[src/rtl/cpu_mem_responder.sv]
`default_nettype none
// ============================================================================
// Module      : cpu_mem_responder
// Description : Memory-side responder for the execute-stage load/store port.
//               Latches one request, drives a word-wide synchronous SRAM for
//               WAIT_STATES+1 cycles, returns zero-extended lane data on loads
//               and stalls the requester while a transaction is in flight.
// Revision    : 1.0 - initial release
// ============================================================================
module cpu_mem_responder #(
    parameter int BITS         = 16,
    parameter int ADDRESS_BITS = 16,
    parameter int WAIT_STATES  = 1
) (
    input  logic                    CLK,
    input  logic                    RSTb,
    input  logic                    load_memory,
    input  logic                    store_memory,
    input  logic [ADDRESS_BITS-1:0] load_store_address,
    input  logic [BITS-1:0]         memory_out,
    input  logic [1:0]              memory_wr_mask,
    output logic                    mem_stall,
    output logic [BITS-1:0]         load_data,
    output logic                    load_valid,
    output logic [ADDRESS_BITS-2:0] sram_addr,
    output logic [BITS-1:0]         sram_wdata,
    output logic [1:0]              sram_be,
    output logic                    sram_ce,
    output logic                    sram_we,
    input  logic [BITS-1:0]         sram_rdata
);

    localparam logic [2:0] C_WAIT_INIT = 3'(WAIT_STATES);

    typedef enum logic [1:0] {
        ST_IDLE   = 2'd0,
        ST_ACCESS = 2'd1,
        ST_RESP   = 2'd2
    } state_t;

    state_t                  state_q;
    logic [2:0]              wait_q;
    logic [BITS-1:0]         load_data_q;
    logic                    load_valid_q;
    logic [ADDRESS_BITS-2:0] sram_addr_q;
    logic [BITS-1:0]         sram_wdata_q;
    logic [1:0]              sram_be_q;
    logic                    sram_ce_q;
    logic                    sram_we_q;
    logic [BITS-1:0]         w_lane_data;

    // The SRAM is word addressed, so the byte-address LSB is not needed.
    logic w_unused_addr_lsb;
    assign w_unused_addr_lsb = load_store_address[0];

    // Lane select of the read word, zero-extending single-byte results.
    always_comb begin
        w_lane_data = '0;
        case (sram_be_q)
            2'b11:   w_lane_data = sram_rdata;
            2'b10:   w_lane_data = {{(BITS-8){1'b0}}, sram_rdata[15:8]};
            2'b01:   w_lane_data = {{(BITS-8){1'b0}}, sram_rdata[7:0]};
            default: w_lane_data = '0;
        endcase
    end

    // Transaction FSM; the SRAM control registers double as the latched
    // request (sram_we_q marks a store for the whole ACCESS phase).
    always_ff @(posedge CLK or negedge RSTb) begin
        if (!RSTb) begin
            state_q      <= ST_IDLE;
            wait_q       <= 3'd0;
            load_data_q  <= '0;
            load_valid_q <= 1'b0;
            sram_addr_q  <= '0;
            sram_wdata_q <= '0;
            sram_be_q    <= 2'b00;
            sram_ce_q    <= 1'b0;
            sram_we_q    <= 1'b0;
        end else begin
            load_valid_q <= 1'b0;
            case (state_q)
                ST_IDLE: begin
                    if (load_memory || store_memory) begin
                        state_q      <= ST_ACCESS;
                        wait_q       <= C_WAIT_INIT;
                        sram_ce_q    <= 1'b1;
                        // A simultaneous load is dropped: the store wins.
                        sram_we_q    <= store_memory;
                        sram_addr_q  <= load_store_address[ADDRESS_BITS-1:1];
                        sram_wdata_q <= memory_out;
                        sram_be_q    <= memory_wr_mask;
                    end
                end
                ST_ACCESS: begin
                    if (wait_q != 3'd0) begin
                        wait_q <= wait_q - 3'd1;
                    end else begin
                        sram_ce_q <= 1'b0;
                        sram_we_q <= 1'b0;
                        if (sram_we_q) begin
                            state_q <= ST_IDLE;
                        end else begin
                            load_data_q  <= w_lane_data;
                            load_valid_q <= 1'b1;
                            state_q      <= ST_RESP;
                        end
                    end
                end
                ST_RESP: begin
                    state_q <= ST_IDLE;
                end
                default: begin
                    state_q <= ST_IDLE;
                end
            endcase
        end
    end

    // Outputs come straight from registers; stall is decoded from state.
    assign mem_stall  = (state_q != ST_IDLE);
    assign load_data  = load_data_q;
    assign load_valid = load_valid_q;
    assign sram_addr  = sram_addr_q;
    assign sram_wdata = sram_wdata_q;
    assign sram_be    = sram_be_q;
    assign sram_ce    = sram_ce_q;
    assign sram_we    = sram_we_q;

endmodule
`default_nettype wire

[config.mk]
export PLATFORM = sky130hd
export DESIGN_NAME = cpu_mem_responder
export DESIGN_NICKNAME = d
export VERILOG_FILES = /design/src/rtl/cpu_mem_responder.sv
export SDC_FILE = /design/constraint.sdc
export NUM_CORES = 1
export LEC_CHECK = 0
export CORE_MARGIN = 3
export CORE_UTILIZATION = 44
export CTS_CLUSTER_DIAMETER = 60
export DETAILED_ROUTE_END_ITERATION = 6
export MAX_ROUTING_LAYER = met4
export PLACE_DENSITY = 0.84
export SETUP_SLACK_MARGIN = 0.3
export SYNTH_ARGS = -nofsm -noshare
export SYNTH_HDL_FRONTEND = slang
export SYNTH_SLANG_ARGS = --single-unit
[constraint.sdc]
create_clock -name CLK -period 3.08 [get_ports CLK]
set_clock_uncertainty 0.05 [all_clocks]
set_input_delay 0.616 -clock CLK [delete_from_list [all_inputs] [get_ports CLK]]
set_output_delay 0.616 -clock CLK [all_outputs]
set_load 0.01 [all_outputs]
cell_density.png
Scale bar: 20 um. 8 x 8 tiles, from dark blue (low) to red (high), 0 to 100% covered.
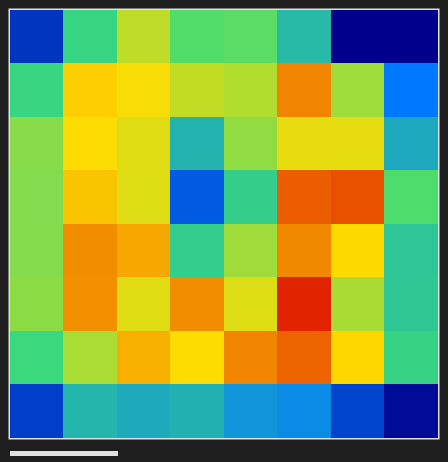
25% of the tiles are over 75% full. The fullest tile reaches 96%. The mean over all tiles is 57%.

sizes.png
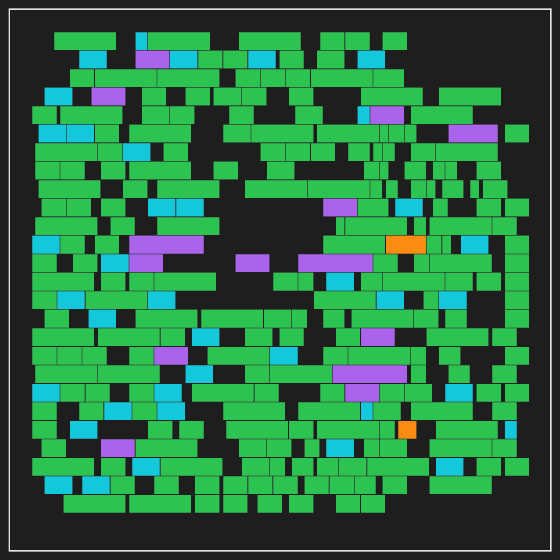
Key: _2 cells = cyan [cells 38, share 14%]; _6 and larger = purple [cells 14, share 5.1%]; _0 and _1 cells = green [cells 219, share 80%]; _3 and _4 cells = orange [cells 2, share 0.73%]

==> results.yml <==
# flow metrics
synthesis:
  synth_cell_type_count: 25
  yosysWarnings: 0
  yosysTopAreaCell: "dfrtp_1"
  fp_nets: 216
  simple_gate_area_share_pct: 5.97
worst_setup_path:
  start_kind: "register"
  path_buffers: 1
  critical_path.top_delay_family: "flip-flops"
  max_stage_delay_ps: 670
  endpoint_kind: "output port"
sta:
  relSlewSlack_pct: 48.2
  setup_viol: 0
  hold_ws_ps: 107
cts:
  clock_latency_ps: 320
  cts.sinks: 57
  ctsHoldBuffers: 0
  post_cts_buffers: 0
grt:
  grt_pass1_wl_um: 8690
floorplanning:
  fp-utilization_pct: 45.8
  io_pins: 107
pwr:
  power_switching_w: 0.00120
  clkPwrFrac_pct: 21.3
  swShare_pct: 30.5
run_status:
  status: "finished, final reports clean"
final_layout:
  drive_gt1_share_pct: 19.8
  final_cell_mix: "clkdlybuf4s50_1, dfrtp_1, mux2_2"
place:
  dpl_cell_area_um2: 3440
detailed_routing:
  drt_wl_total_um: 5380
metal_density.png
Scale bar: 20 um. 16 x 16 tiles, from dark blue (low) to red (high), scaled to the fullest tile. Values are wire area over tile area, all layers added.
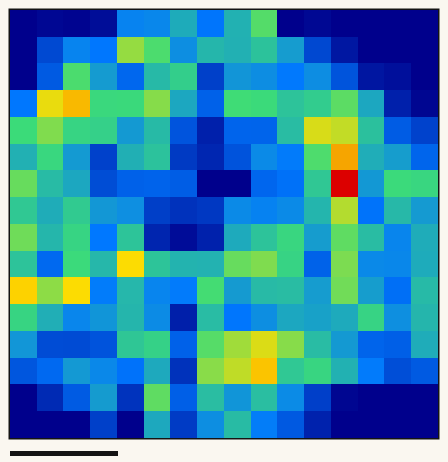
The emptiest ninth of the die: top right. 14% of the tiles are over half the peak. The fullest tile reaches 0.43. The mean over all tiles is 0.14.

congestion.png
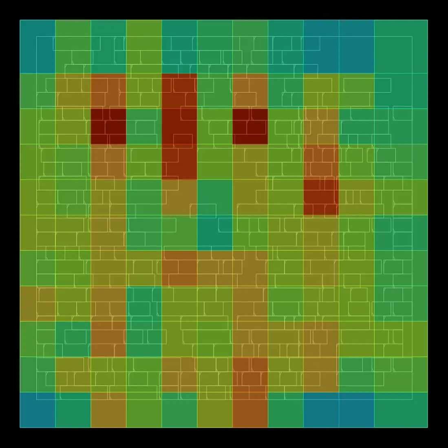
met2 Usage GRT: 29.7%
final design utilization: 71.2%
Most Crowded Layer GR: met2
DR WL/cell: 15.7 um

==> area by class of cell <==
type | count | area (um2) | share of cell area [%]
Clock buffer | 10 | 138 | 3.74
Clock inverter | 6 | 105 | 2.85
Inverter | 5 | 18.8 | 0.509
Multi-Input combinational cell | 89 | 856 | 23.2
Sequential cell | 57 | 1430 | 38.7
Tap cell | 70 | 87.6 | 2.38
Timing Repair Buffer | 106 | 1050 | 28.6
==> per-layer routing <==
metal	track usage (%)	vias up	routed length (um)
met2	29.7	67	2670
met4	6.70	0	46
met5	-	-	0
li1	-	788	-
met1	22.4	824	2340
met3	6.21	7	325
==> Yosys cell counts <==
cell type and instances:
mux2_2 34, buf_2 3, a22o_1 8, mux2_1 15, nand2_1 1, clkbuf_1 2, nor3_4 1, and3_1 9
a21oi_1 2, o22ai_1 1, nand2b_1 2, o21ai_0 3, buf_6 4, ha_1 2, nor2b_1 2, inv_1 5
nor2_8 1, nor3_1 1, mux2i_1 1, nand3_1 1, o2bb2ai_1 1, a2bb2oi_1 2, or2_1 1, dfrtp_1 57
nor2_1 1
==> sequential cells by signal, summed over array words and instances (netlist names) <==
register	count
sram_ce	1
state_q	2
load_valid	1
sram_wdata	16
sram_we	1
sram_be	2
load_data	16
wait_q	3
sram_addr	15
==> power groups by stage <==
stage	registers, W	clock network, W	logic (W)
6_report	0.00135	0.000840	0.00175
5_1_grt	0.00140	0.000897	0.00188
4_1_cts	0.00135	0.000857	0.00178
3_5_place_dp	0.00137	0	0.00177
3_3_place_gp	0.00134	0	0.00173
2_1_floorplan	0.00147	0	0.000776
==> worst paths after layout <==
path / slack (ps) / startpoint / depth (start not counted) / end
max: 770 / sram_be[0] / 1 / sram_be[0]
min: 110 / RSTb / 1 / load_valid
max reg2reg: 1030 / wait_q[0] / 5 / load_data[4]
min reg2reg: 430 / wait_q[2] / 1 / wait_q[2]
max in group asynchronous: 2010 / RSTb / 2 / sram_wdata[7]
min in group CLK: 430 / wait_q[2] / 1 / wait_q[2]
==> kinds of logic after synthesis <==
| group | after synthesis |
|---|---|
| adders and majority gates | 2 |
| and+or+nand+nor | 20 |
| AOI/OAI and AO/OA | 17 |
| muxes | 50 |
| DFF | 57 |
| buffers and inverters | 14 |
==> stage by stage <==
step	utilization, %	setup slack [ps]	std cells
6_report	71.2	774	343
5_1_grt	71.2	693	343
4_1_cts	71.2	771	343
3_5_place_dp	66.5	777	327
3_3_place_gp	66.5	778	327
2_1_floorplan	-	1360	160
Power and IR drop assume default switching activity.
